==> src/rtl/pipe_hazard_ctrl.sv <==
// ---------------------------------------------------------------------------
// pipe_hazard_ctrl
//
// Purpose:
//   Sequences the IF/ID, ID/EX and EX/MEM pipeline registers of the 5-stage
//   RV32 core. It stalls one cycle on a load-use hazard, flushes wrong-path
//   instructions after a taken branch or jump, and freezes the whole pipe
//   while a multi-cycle data-memory access is outstanding. It also keeps
//   saturating stall/flush performance counters and a sticky memory-timeout
//   flag.
//
// Parameters:
//   RF_ADDRESS_W  register-file address width
//   FLUSH_CYC     flush cycles per taken branch, 1..4
//   WAIT_MAX      memory-wait cycles before mem_timeout is raised
//   CNT_W         performance counter width
//
// Ports:
//   clk            in   rising-edge clock
//   reset          in   synchronous, active-high reset
//   MemtoReg_IDEX  in   instruction in ID/EX is a load
//   RD_IDEX        in   destination register of the ID/EX instruction
//   RS1_IFID       in   rs1 of the IF/ID instruction
//   RS2_IFID       in   rs2 of the IF/ID instruction
//   branch_taken   in   EX resolves a taken branch/jump this cycle
//   mem_req        in   MEM stage issues a data access this cycle
//   mem_ready      in   data memory completes the access this cycle
//   PCWrite        out  PC update enable
//   IFIDWrite      out  IF/ID load enable
//   IDEXWrite      out  ID/EX load enable
//   EXMEMWrite     out  EX/MEM load enable
//   IFID_Flush     out  load a NOP into IF/ID
//   IDEX_Flush     out  zero the ID/EX control fields (bubble)
//   mem_timeout    out  sticky: an access exceeded WAIT_MAX cycles
//   stall_cnt      out  saturating count of stall cycles
//   flush_cnt      out  saturating count of branch flush events
// ---------------------------------------------------------------------------
module pipe_hazard_ctrl #(
  parameter int RF_ADDRESS_W = 5,
  parameter int FLUSH_CYC    = 1,
  parameter int WAIT_MAX     = 255,
  parameter int CNT_W        = 16
) (
  input  logic                    clk,
  input  logic                    reset,
  input  logic                    MemtoReg_IDEX,
  input  logic [RF_ADDRESS_W-1:0] RD_IDEX,
  input  logic [RF_ADDRESS_W-1:0] RS1_IFID,
  input  logic [RF_ADDRESS_W-1:0] RS2_IFID,
  input  logic                    branch_taken,
  input  logic                    mem_req,
  input  logic                    mem_ready,
  output logic                    PCWrite,
  output logic                    IFIDWrite,
  output logic                    IDEXWrite,
  output logic                    EXMEMWrite,
  output logic                    IFID_Flush,
  output logic                    IDEX_Flush,
  output logic                    mem_timeout,
  output logic [CNT_W-1:0]        stall_cnt,
  output logic [CNT_W-1:0]        flush_cnt
);

  localparam int WCNT_W = (WAIT_MAX < 2) ? 1 : $clog2(WAIT_MAX + 1);

  localparam logic [WCNT_W-1:0] WAIT_MAX_V   = WCNT_W'(WAIT_MAX);
  localparam logic [WCNT_W-1:0] WCNT_ONE     = WCNT_W'(1);
  localparam logic [1:0]        FLUSH_RELOAD = 2'(FLUSH_CYC - 1);
  localparam logic [CNT_W-1:0]  CNT_MAX      = {CNT_W{1'b1}};

  // The flush counter is only two bits wide, so the parameter range is
  // enforced at elaboration.
  if (FLUSH_CYC < 1 || FLUSH_CYC > 4) begin : g_bad_flush_cyc
    $error("pipe_hazard_ctrl: FLUSH_CYC must be in 1..4, got %0d", FLUSH_CYC);
  end

  typedef enum logic [1:0] {
    ST_RUN      = 2'd0,
    ST_MEM_WAIT = 2'd1,
    ST_BR_FLUSH = 2'd2
  } state_t;

  state_t             state_q, state_d;
  logic [1:0]         fcnt_q, fcnt_d;
  logic [WCNT_W-1:0]  wcnt_q, wcnt_d;
  logic               mem_timeout_q, mem_timeout_d;
  logic [CNT_W-1:0]   stall_cnt_q, stall_cnt_d;
  logic [CNT_W-1:0]   flush_cnt_q, flush_cnt_d;

  logic lu_haz;
  logic mem_stall;
  logic stall_inc;
  logic flush_inc;

  // A load into x0 never creates a real dependency, so it is excluded.
  assign lu_haz = MemtoReg_IDEX && (RD_IDEX != '0) &&
                  ((RD_IDEX == RS1_IFID) || (RD_IDEX == RS2_IFID));

  assign mem_stall = mem_req && !mem_ready;

  // Next-state and output logic. Memory wait has priority over branch,
  // which has priority over load-use. While reset is high the outputs stay
  // at their free-running defaults; the register block clears the state.
  always_comb begin
    state_d       = state_q;
    fcnt_d        = fcnt_q;
    wcnt_d        = wcnt_q;
    mem_timeout_d = mem_timeout_q;
    stall_inc     = 1'b0;
    flush_inc     = 1'b0;
    PCWrite       = 1'b1;
    IFIDWrite     = 1'b1;
    IDEXWrite     = 1'b1;
    EXMEMWrite    = 1'b1;
    IFID_Flush    = 1'b0;
    IDEX_Flush    = 1'b0;

    if (!reset) begin
      unique case (state_q)
        ST_RUN: begin
          if (mem_stall) begin
            PCWrite    = 1'b0;
            IFIDWrite  = 1'b0;
            IDEXWrite  = 1'b0;
            EXMEMWrite = 1'b0;
            stall_inc  = 1'b1;
            wcnt_d     = WCNT_ONE;
            state_d    = ST_MEM_WAIT;
          end else if (branch_taken) begin
            IFID_Flush = 1'b1;
            IDEX_Flush = 1'b1;
            flush_inc  = 1'b1;
            if (FLUSH_CYC > 1) begin
              fcnt_d  = FLUSH_RELOAD;
              state_d = ST_BR_FLUSH;
            end
          end else if (lu_haz) begin
            // The bubble removes the load from ID/EX, so one cycle suffices.
            PCWrite    = 1'b0;
            IFIDWrite  = 1'b0;
            IDEX_Flush = 1'b1;
            stall_inc  = 1'b1;
          end
        end

        ST_MEM_WAIT: begin
          // Branch and load-use are ignored here; the branch is still held
          // in EX and is seen again once the pipe returns to RUN.
          PCWrite    = 1'b0;
          IFIDWrite  = 1'b0;
          IDEXWrite  = 1'b0;
          EXMEMWrite = 1'b0;
          stall_inc  = 1'b1;
          if (wcnt_q != WAIT_MAX_V) begin
            wcnt_d = wcnt_q + WCNT_ONE;
          end
          if (wcnt_q == WAIT_MAX_V) begin
            mem_timeout_d = 1'b1;
          end
          if (mem_ready) begin
            wcnt_d  = '0;
            state_d = ST_RUN;
          end
        end

        ST_BR_FLUSH: begin
          if (mem_stall) begin
            // Remaining flush cycles are abandoned in favour of the freeze.
            PCWrite    = 1'b0;
            IFIDWrite  = 1'b0;
            IDEXWrite  = 1'b0;
            EXMEMWrite = 1'b0;
            stall_inc  = 1'b1;
            wcnt_d     = WCNT_ONE;
            fcnt_d     = '0;
            state_d    = ST_MEM_WAIT;
          end else begin
            IFID_Flush = 1'b1;
            IDEX_Flush = 1'b1;
            if (branch_taken) begin
              flush_inc = 1'b1;
              fcnt_d    = FLUSH_RELOAD;
            end else if (fcnt_q <= 2'd1) begin
              fcnt_d  = '0;
              state_d = ST_RUN;
            end else begin
              fcnt_d = fcnt_q - 2'd1;
            end
          end
        end

        default: begin
          state_d = ST_RUN;
        end
      endcase
    end

    stall_cnt_d = stall_cnt_q;
    if (stall_inc && (stall_cnt_q != CNT_MAX)) begin
      stall_cnt_d = stall_cnt_q + 1'b1;
    end
    flush_cnt_d = flush_cnt_q;
    if (flush_inc && (flush_cnt_q != CNT_MAX)) begin
      flush_cnt_d = flush_cnt_q + 1'b1;
    end
  end

  // State, counters and the sticky flag; reset wins over everything.
  always_ff @(posedge clk) begin
    if (reset) begin
      state_q       <= ST_RUN;
      fcnt_q        <= '0;
      wcnt_q        <= '0;
      mem_timeout_q <= 1'b0;
      stall_cnt_q   <= '0;
      flush_cnt_q   <= '0;
    end else begin
      state_q       <= state_d;
      fcnt_q        <= fcnt_d;
      wcnt_q        <= wcnt_d;
      mem_timeout_q <= mem_timeout_d;
      stall_cnt_q   <= stall_cnt_d;
      flush_cnt_q   <= flush_cnt_d;
    end
  end

  assign mem_timeout = mem_timeout_q;
  assign stall_cnt   = stall_cnt_q;
  assign flush_cnt   = flush_cnt_q;

endmodule

==> config.mk <==
export PLATFORM = sky130hd
export DESIGN_NAME = pipe_hazard_ctrl
export DESIGN_NICKNAME = d
export VERILOG_FILES = /design/src/rtl/pipe_hazard_ctrl.sv
export SDC_FILE = /design/constraint.sdc
export NUM_CORES = 1
export LEC_CHECK = 0
export CORE_AREA = 3 3 70 72
export DETAILED_ROUTE_END_ITERATION = 10
export DIE_AREA = 0 0 73 75
export PLACE_DENSITY_LB_ADDON = 0.1
export SLEW_MARGIN = 10
export SYNTH_ARGS = -nofsm -noshare
export SYNTH_HDL_FRONTEND = slang
export SYNTH_SLANG_ARGS = --single-unit
==> constraint.sdc <==
create_clock -name clk -period 4.2 [get_ports clk]
set_input_delay 1.05 -clock clk [delete_from_list [all_inputs] [get_ports clk]]
set_output_delay 1.05 -clock clk [all_outputs]
set_load 0.02 [all_outputs]
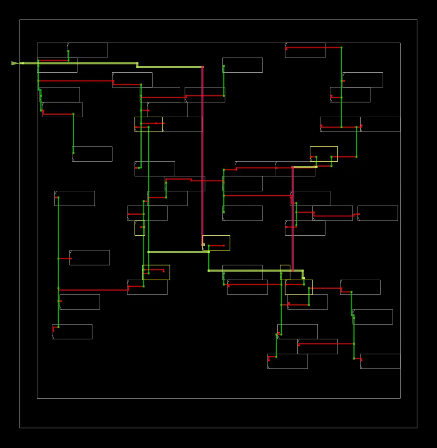
Figure 1: clock nets.
number of CTS-inserted buffers: 5
sink count of the clock tree: 42
skew final: 0.00507 ns
clock insertion delay at the later pin of the skew report: 0.29 ns
CLK BUF: 5

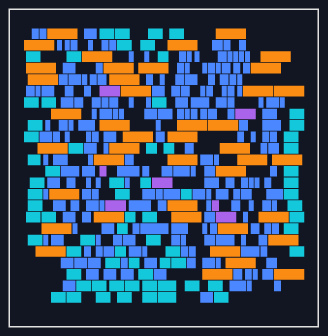
Figure 2: placement by cell class.
[orange] flops | cells: 42
[blue] combinational and other logic | cells: 213
[purple] clock drivers and dummy loads | cells: 7
[cyan] other buffers and delay cells | cells: 69
site row count: 24
end-of-flow core utilization: 68.5%

==> Slide: Implementation Results <==
Implementation Results

Global route
  • All-Layer GR Usage: 20.4%

Layout
  • Number of sequential cells: 42
  • Multi-input combinational cell area: 0.00131 mm²

Pwr
  • Sw power: 0.184 mW
  • Clock Power Share: 32.7%
  • Comb. pwr: 0.0964 mW
  • Portion of total power attributed to combinational logic: 12.9%
  • Internal Pwr Total: 0.563 mW

STA
  • Hold Fails Final Rpt: 0
  • Achievable clock frequency: 0.251 GHz

Setup path
  • Kind of end point of the critical path: primary output

Synth
  • Aoi/oai-family share of the synthesized area: 14.5%
  • Most instantiated library cell after synthesis: sky130_fd_sc_hd__dfxtp_1
  • Ys Warns: 0
  • Synth area leader: sky130_fd_sc_hd__dfxtp_1

Hold path
  • Min-Delay Path Depth: 2

Run status
  • Status: finished clean

CTS
  • Post-CTS Hold Fix Bufs: 0

Flow run
  • OpenROAD warnings: 26

Place
  • Post-detailed-placement cell area: 0.00290 mm²
Power figures rest on the tool's default switching activity, not on a simulated workload.
